File: src/rtl/alu_sched_pkg.sv
// rtl/alu_sched_pkg.sv - shared constants, state encoding and helpers for the ALU issue scheduler
package alu_sched_pkg;

    localparam logic [6:0] OPC_BRANCH   = 7'b1100011;
    localparam logic [6:0] OPC_NOP      = 7'h00;
    localparam logic       MODE_SPLIT   = 1'b0;
    localparam logic       MODE_UNIFIED = 1'b1;

    typedef enum logic [1:0] {
        SPLIT   = 2'd0,
        UNIFIED = 2'd1,
        SWITCH  = 2'd2
    } sched_state_t;

    function automatic logic is_branch(input logic [6:0] opc);
        return opc == OPC_BRANCH;
    endfunction

endpackage

File: src/rtl/alu_issue_scheduler_rr_arb2.sv
// rtl/alu_issue_scheduler_rr_arb2.sv - 2-way round-robin pointer and winner select (module rr_arb2)
module rr_arb2 (
    input  logic clk,
    input  logic rst,
    input  logic req_a,
    input  logic req_b,
    input  logic advance,
    input  logic load,
    input  logic load_val,
    output logic ptr,
    output logic grant
);

    // A sole requester wins outright; on contention the pointer decides.
    assign grant = (req_a & ~req_b) ? 1'b0 :
                   (req_b & ~req_a) ? 1'b1 : ptr;

    always_ff @(posedge clk) begin
        if (rst)
            ptr <= 1'b0;
        else if (load)
            ptr <= load_val;
        else if (advance)
            ptr <= ~ptr;
    end

endmodule

File: src/rtl/alu_issue_scheduler.sv
// rtl/alu_issue_scheduler.sv - dual-lane split/unified ALU issue scheduler; ALU_SCHED_PERF_EN adds perf counters
module alu_issue_scheduler
    import alu_sched_pkg::*;
#(
    parameter int SWITCH_CYCLES = 1
`ifdef ALU_SCHED_PERF_EN
    ,
    parameter int PERF_W = 32
`endif
) (
    input  logic       clk,
    input  logic       rst,
    input  logic       a_valid,
    output logic       a_ready,
    input  logic       a_wide,
    input  logic [6:0] a_opcode,
    input  logic [2:0] a_funct3,
    input  logic [6:0] a_funct7,
    input  logic       b_valid,
    output logic       b_ready,
    input  logic       b_wide,
    input  logic [6:0] b_opcode,
    input  logic [2:0] b_funct3,
    input  logic [6:0] b_funct7,
    output logic       iss_valid_a,
    output logic       iss_valid_b,
    output logic [6:0] opcodeA,
    output logic [6:0] opcodeB,
    output logic [2:0] funct3A,
    output logic [2:0] funct3B,
    output logic [6:0] funct7A,
    output logic [6:0] funct7B,
    output logic       mode,
    output logic       iss_lane
`ifdef ALU_SCHED_PERF_EN
    ,
    output logic [PERF_W-1:0] perf_issued,
    output logic [PERF_W-1:0] perf_bubbles,
    output logic [PERF_W-1:0] perf_switch
`endif
);

    localparam logic [2:0] SW_LAST = 3'(SWITCH_CYCLES - 1);

    sched_state_t state;
    logic         target;
    logic [2:0]   sw_cnt;

    logic rr_ptr, win, win_wide, any_valid, both_valid;
    logic take_a, take_b, rr_adv, rr_load, rr_val, go_switch, sw_target, uni_issue;

    rr_arb2 u_arb (
        .clk     (clk),
        .rst     (rst),
        .req_a   (a_valid),
        .req_b   (b_valid),
        .advance (rr_adv),
        .load    (rr_load),
        .load_val(rr_val),
        .ptr     (rr_ptr),
        .grant   (win)
    );

    assign any_valid  = a_valid | b_valid;
    assign both_valid = a_valid & b_valid;
    assign win_wide   = win ? b_wide : a_wide;

    always_comb begin
        take_a    = 1'b0;
        take_b    = 1'b0;
        rr_adv    = 1'b0;
        rr_load   = 1'b0;
        rr_val    = 1'b0;
        go_switch = 1'b0;
        sw_target = MODE_SPLIT;
        case (state)
            SPLIT: begin
                if (both_valid && !a_wide && !b_wide) begin
                    // Two branches cannot share the ALU; alternate them.
                    if (is_branch(a_opcode) && is_branch(b_opcode)) begin
                        take_a = ~rr_ptr;
                        take_b = rr_ptr;
                        rr_adv = 1'b1;
                    end else begin
                        take_a = 1'b1;
                        take_b = 1'b1;
                    end
                end else if (both_valid && (a_wide ^ b_wide)) begin
                    take_a  = ~a_wide;
                    take_b  = ~b_wide;
                    rr_load = 1'b1;
                    rr_val  = b_wide;
                end else if (any_valid) begin
                    if (win_wide) begin
                        go_switch = 1'b1;
                        sw_target = MODE_UNIFIED;
                    end else begin
                        take_a = ~win;
                        take_b = win;
                    end
                end
            end
            UNIFIED: begin
                if (any_valid) begin
                    if (win_wide) begin
                        take_a = ~win;
                        take_b = win;
                        rr_adv = both_valid;
                    end else begin
                        go_switch = 1'b1;
                        sw_target = MODE_SPLIT;
                    end
                end
            end
            default: ;
        endcase
    end

    assign a_ready   = take_a & ~rst;
    assign b_ready   = take_b & ~rst;
    assign uni_issue = (state == UNIFIED) & (take_a | take_b);

    always_ff @(posedge clk) begin
        if (rst) begin
            state       <= SPLIT;
            mode        <= MODE_SPLIT;
            target      <= MODE_SPLIT;
            sw_cnt      <= 3'd0;
            iss_valid_a <= 1'b0;
            iss_valid_b <= 1'b0;
            opcodeA     <= OPC_NOP;
            opcodeB     <= OPC_NOP;
            funct3A     <= 3'd0;
            funct3B     <= 3'd0;
            funct7A     <= 7'd0;
            funct7B     <= 7'd0;
            iss_lane    <= 1'b0;
        end else begin
            case (state)
                SWITCH: begin
                    if (sw_cnt == SW_LAST) begin
                        state  <= (target == MODE_UNIFIED) ? UNIFIED : SPLIT;
                        sw_cnt <= 3'd0;
                    end else begin
                        sw_cnt <= sw_cnt + 3'd1;
                    end
                end
                default: begin
                    if (go_switch) begin
                        state  <= SWITCH;
                        mode   <= sw_target;
                        target <= sw_target;
                        sw_cnt <= 3'd0;
                    end
                end
            endcase

            // Issue registers reload every cycle so an empty slot reads as zero.
            if (uni_issue) begin
                iss_valid_a <= 1'b1;
                iss_valid_b <= 1'b0;
                opcodeA     <= win ? b_opcode : a_opcode;
                funct3A     <= win ? b_funct3 : a_funct3;
                funct7A     <= win ? b_funct7 : a_funct7;
                opcodeB     <= OPC_NOP;
                funct3B     <= 3'd0;
                funct7B     <= 7'd0;
                iss_lane    <= win;
            end else begin
                iss_valid_a <= take_a;
                iss_valid_b <= take_b;
                opcodeA     <= take_a ? a_opcode : OPC_NOP;
                funct3A     <= take_a ? a_funct3 : 3'd0;
                funct7A     <= take_a ? a_funct7 : 7'd0;
                opcodeB     <= take_b ? b_opcode : OPC_NOP;
                funct3B     <= take_b ? b_funct3 : 3'd0;
                funct7B     <= take_b ? b_funct7 : 7'd0;
                iss_lane    <= 1'b0;
            end
        end
    end

`ifdef ALU_SCHED_PERF_EN
    function automatic logic [PERF_W-1:0] sat_add(input logic [PERF_W-1:0] c, input logic [1:0] n);
        logic [PERF_W:0] s;
        s = {1'b0, c} + {{(PERF_W-1){1'b0}}, n};
        return s[PERF_W] ? {PERF_W{1'b1}} : s[PERF_W-1:0];
    endfunction

    always_ff @(posedge clk) begin
        if (rst) begin
            perf_issued  <= '0;
            perf_bubbles <= '0;
            perf_switch  <= '0;
        end else begin
            perf_issued  <= sat_add(perf_issued, {1'b0, take_a} + {1'b0, take_b});
            perf_bubbles <= sat_add(perf_bubbles, {1'b0, state == SWITCH});
            perf_switch  <= sat_add(perf_switch, {1'b0, go_switch});
        end
    end
`endif

endmodule

File: config.mk
export PLATFORM = sky130hd
export DESIGN_NAME = alu_issue_scheduler
export DESIGN_NICKNAME = d
export VERILOG_FILES = /design/src/rtl/alu_sched_pkg.sv /design/src/rtl/alu_issue_scheduler_rr_arb2.sv /design/src/rtl/alu_issue_scheduler.sv
export SDC_FILE = /design/constraint.sdc
export NUM_CORES = 1
export LEC_CHECK = 0
export ABC_AREA = 1
export CAP_MARGIN = 30
export CELL_PAD_IN_SITES_DETAIL_PLACEMENT = 2
export CELL_PAD_IN_SITES_GLOBAL_PLACEMENT = 2
export CORE_MARGIN = 5
export CORE_UTILIZATION = 24
export CTS_CLUSTER_SIZE = 25
export DETAILED_ROUTE_END_ITERATION = 7
export GPL_TIMING_DRIVEN = 0
export MAX_ROUTING_LAYER = met4
export PLACE_DENSITY = 0.82
export SLEW_MARGIN = 15
export SYNTH_ARGS = -nofsm -noshare
export SYNTH_HDL_FRONTEND = slang
export SYNTH_HIERARCHICAL = 1
export SYNTH_SLANG_ARGS = --single-unit
File: constraint.sdc
create_clock -name clk -period 4.4 [get_ports clk]
set_input_delay 0.88 -clock clk [delete_from_list [all_inputs] [get_ports clk]]
set_output_delay 0.88 -clock clk [all_outputs]
set_load 0.01 [all_outputs]
==> run notes <==
Implementation run completed; key figures follow.

Routing:
- The run puts the post-route antenna net violation count at 0.
- The run puts the detailed-route DRC error count at 0.
- The run gives the mean number of vias per cell as around 4.6.
- The run gives the count of TritonRoute iterations in the first routing pass as 4.
- The run gives the per-cell routed wire length as 16.09 µm.
- The run puts the via count at 2155.
- The detailed router finished its first iteration with slightly below 90 violations.

Die:
- The run puts the row count at 33.
- The run gives the die outline area as between 10000 and 15000 µm².
- At the floorplan stage, the core utilization is reported as 0.2467.

Synthesis:
- The run gives the share of flip-flops with an asynchronous set or reset as 0.
- The run puts the total standard cell area after synthesis at 2037 µm².
- Per the post-synthesis stats, the area per cell is 7.249 µm².
- The run gives the dominant cell by count in the synthesized netlist as nand2_1.
- The run gives the post-synth net total as 323.
- The run gives the Yosys chip area as 2037 µm².
- The synthesized design contains 0 enable-type register cells.
- Sorting the synthesized cells by area gives the leading types as dfxtp_1 43%, nand2_1 11%, inv_1 7.7%.
- The run gives the number of cells produced by synthesis as 281.
- The run gives the most common flop cell mapped by yosys as dfxtp_1.
- The synth_stat.txt file lists the number of cells as 281.
- Of all cell types, the one taking the most synthesized area is dfxtp_1.
- The run puts the number of warning messages in the yosys log at 6.
- The area fraction of the largest cell type after synthesis is 0.4324.

CTS:
- The run gives the count of H-tree levels built during CTS as 2.
- The run puts the maximum clock path buffer count at 2.
- The run gives the clock buffer count from CTS as 5.
- The run gives the latest clock arrival within the worst-skew pair as 0.30 ns.
- Looking at the clock tree report, the root buffer type is clkbuf_8.
- The registers of the reported paths see a clock transition of about 0.08 ns.
- The run gives the clock sink total as 44.

Setup path:
- Per STA, the worst path accumulates the most delay in the family buffers and inverters.
- The run puts the depth of the worst register-to-register path at 11.
- The run gives the largest fanout of any net on the critical path as 10.
- The setup check on the worst reg-to-reg path leaves a slack of 2.40 ns.
- The run gives the depth of the critical timing path with buffers and inverters included as 11.
- The run puts the buffers plus inverters on the worst setup path at 6.
- The run gives the critical path arrival as 3.24 ns.
- STA classifies the critical path endpoint as a primary output.
- Walking the worst path, the cells encountered are clkdlybuf4s50_1 -> nor2_1 -> a21oi_1 -> buf_2 -> inv_1 -> nand2_1 -> o21ai_4 -> buf_6 -> nand2_1 -> inv_1 -> clkdlybuf4s50_1.
- The most critical setup path has its endpoint at a_ready.
- The run gives the worst setup path startpoint as b_valid.
- The run puts the delay contributed by the slowest stage of the critical path at 0.53 ns.
- The run gives the critical path class as in -> out.
- The run gives the cell type of the slowest stage on the worst timing path as clkdlybuf4s50_1.
- The data required time reported for the critical path is 3.52 ns.
- The run gives the reg-to-reg startpoint as u_arb/ptr$_SDFFE_PP0P_.

Final timing:
- The run puts the timing-limited maximum frequency at between 200 and 250 MHz.
- The run puts the final period utilization at 0.9367.
- The run puts the minimum hold slack at 0.4904 ns.
- Adding up every negative setup slack in the final design gives 0 ns.
- The run gives the worst max-slew margin expressed relative to the limit as 0.6324.
- The run puts the transition time at the pin with the least slew margin at 0.5514 ns.
- The run puts the final tally of max-slew violations at 0.
- Hold-check failures listed in the final report amount to 0.
- Setup repair after global routing left no endpoint under its margin.
- The routed design could run at a clock period as short as 4.121 ns.
- The run gives the worst-case clock skew as 0.004681 ns.

GRT:
- The run puts the number of global-route vias before repair at 2424.
- The run puts the first-pass GRT wire length at 12160 µm.
- The run puts the maximum number of pins on one net before global-route repair at 14.
- Summed over all layers, the global routing overflow is 0.
- The run gives the number of antenna violations at the first check in global routing as 0.
- The run puts the total routing usage reported by global routing at 0.1520.

Layout:
- The run puts the layout-stage area growth over the synthesis result at 51.97%.
- The run puts the area used by multi-input combinational logic at 925.9 µm².
- The run gives the layout cell share with drive strength beyond 1 as 0.1008.
- Among logic cells in the layout, the one with the most instances is clkdlybuf4s50_1.
- The run gives the fill cell instance count of the final layout as 966.
- The run puts the count of antenna diodes in the layout at 0.
- The top cell types in the final layout, fill and taps aside, are 79 x clkdlybuf4s50_1, 62 x nand2_1, 44 x dfxtp_1, 42 x inv_1, 22 x o21ai_0.
- At the end of the flow, the number of nets in the layout was 409.

Pwr:
- The run gives the cell-internal power as 729.3 µW.
- The run puts the sequential group power at 421 µW.
- The biggest slice of the total power is consumed by sequential cells.
- The run puts the clock share of power at 0.372.
- The run gives the power consumed by combinational cells as around 200 µW.
- IR analysis of the VDD net gives a maximum drop of 0.1047 mV.
- The run puts the part of the total power dissipated in sequential elements at 0.425.
- The run puts the part of the power in combinational logic at 0.203.
- The run puts the power spent charging and discharging nets at 262.1 µW.

Min path:
- The run gives the class of the most critical hold timing path as reg -> reg.
- For the worst min-delay path, the startpoint reported by OpenROAD is target$_SDFFE_PP0P_.

Status:
- The flow ran to the end, and the final reports show no timing, DRC or antenna violations.

Place:
- The run puts the HPWL after detailed placement at 6132 µm.
- The run puts the final weighted congestion in routability-driven placement at 0.7944.

Flow run:
- The run puts the number of warnings the tools reported at 27.
- The run reported a max-capacitance violation count of 0.
logic make-up (layout without fill, tap and decap cells):
| family | after synthesis | in the layout | synth area share |
|---|---|---|---|
| fa+ha+maj | 2 | 2 | 0.01228 |
| flops | 44 | 44 | 0.4324 |
| compound gates | 36 | 36 | 0.1044 |
| buf+inv | 56 | 142 | 0.1167 |
| simple gates | 143 | 143 | 0.3342 |
metal layers:
layer  vias to the layer above  share of wire  track usage
met1                      1019           0.43       0.1784
met3                         8          0.046      0.02321
met5                         -              0            -
met2                        61           0.51       0.2759
li1                       1067              -            -
met4                         0          0.010      0.02825
per-stage QoR:
step                area [µm²]  std cells    util  total power [mW]  worst slack (ns)
detailed placement        2959        465  0.3583            0.6328            0.1623
CTS                       3088        472  0.3739             1.004            0.1505
global route              3095        472  0.3748             1.039           0.05858
global placement          2959        465  0.3583            0.6248            0.2597
finish                    3095        472  0.3748            0.9914            0.2785
floorplan                 2037        281       -            0.5251             1.575
cell type report:
class,instances,area share
timing repair buffer,79,0.2555
buffer,12,0.02304
tap,105,0.04244
clock buffer,5,0.02223
inverter,44,0.05376
multi-input combinational,181,0.2991
clock inverter,2,0.01940
sequential,44,0.2846
how the worst min path moves through the flow:
stage | to | slack (ns) | cells after the start
floorplan | sw_cnt[0]$_SDFFE_PP0P_ | 0.45 | 1
global placement | state[0]$_SDFFE_PP0P_ | 0.47 | 2
detailed placement | target$_SDFFE_PP0P_ | 0.49 | 2
CTS | target$_SDFFE_PP0P_ | 0.50 | 2
global route | state[0]$_SDFFE_PP0P_ | 0.54 | 2
finish | target$_SDFFE_PP0P_ | 0.49 | 2
repair_timing:
action                                  CTS  global route
gates resized                             0             1
endpoints found under the setup margin    0             1
setup buffers                             0             0
hold buffers                              0             0
endpoints found under the hold margin     0             0
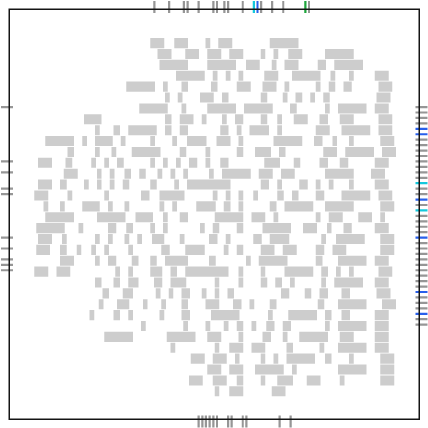
Fig. 1. I/O pins on the die edge.
Drawn at 4 px/µm. Pins as bars across the die edge, other pins in gray.
port	color	pins	direction	edge
iss_valid_a	green	1	output	top
funct3A	cyan	3	output	2 right, 1 top
b_funct7	blue	7	input	6 right, 1 top
all pins by edge	41 right, 17 top, 12 bottom, 10 left
number of I/O port buffers: 79
die width: 102.1 µm
height of the chip: 102.1 µm

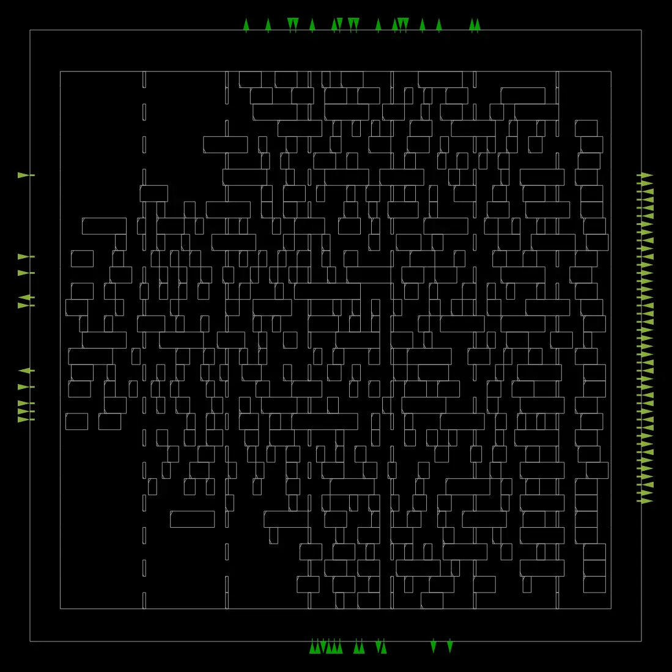
Fig. 2. Placed standard cells.
Non-Filler Instances: 472
core box area: 8258 µm²
number of flip-flops and latches: 44

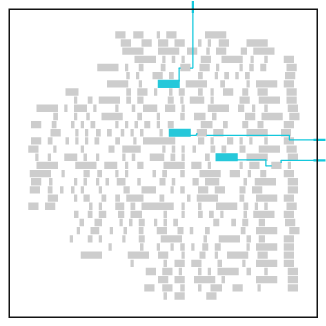
Fig. 3. Nets reached from selected ports.
Drawn at 3 px/µm.
port	color	bits	direction	end cells	buffers	wire
funct3A	cyan	3	output	3	3	91.0 µm
I/O pin cnt: 80

No activity file was given, so power comes from the tool's default toggle rates.
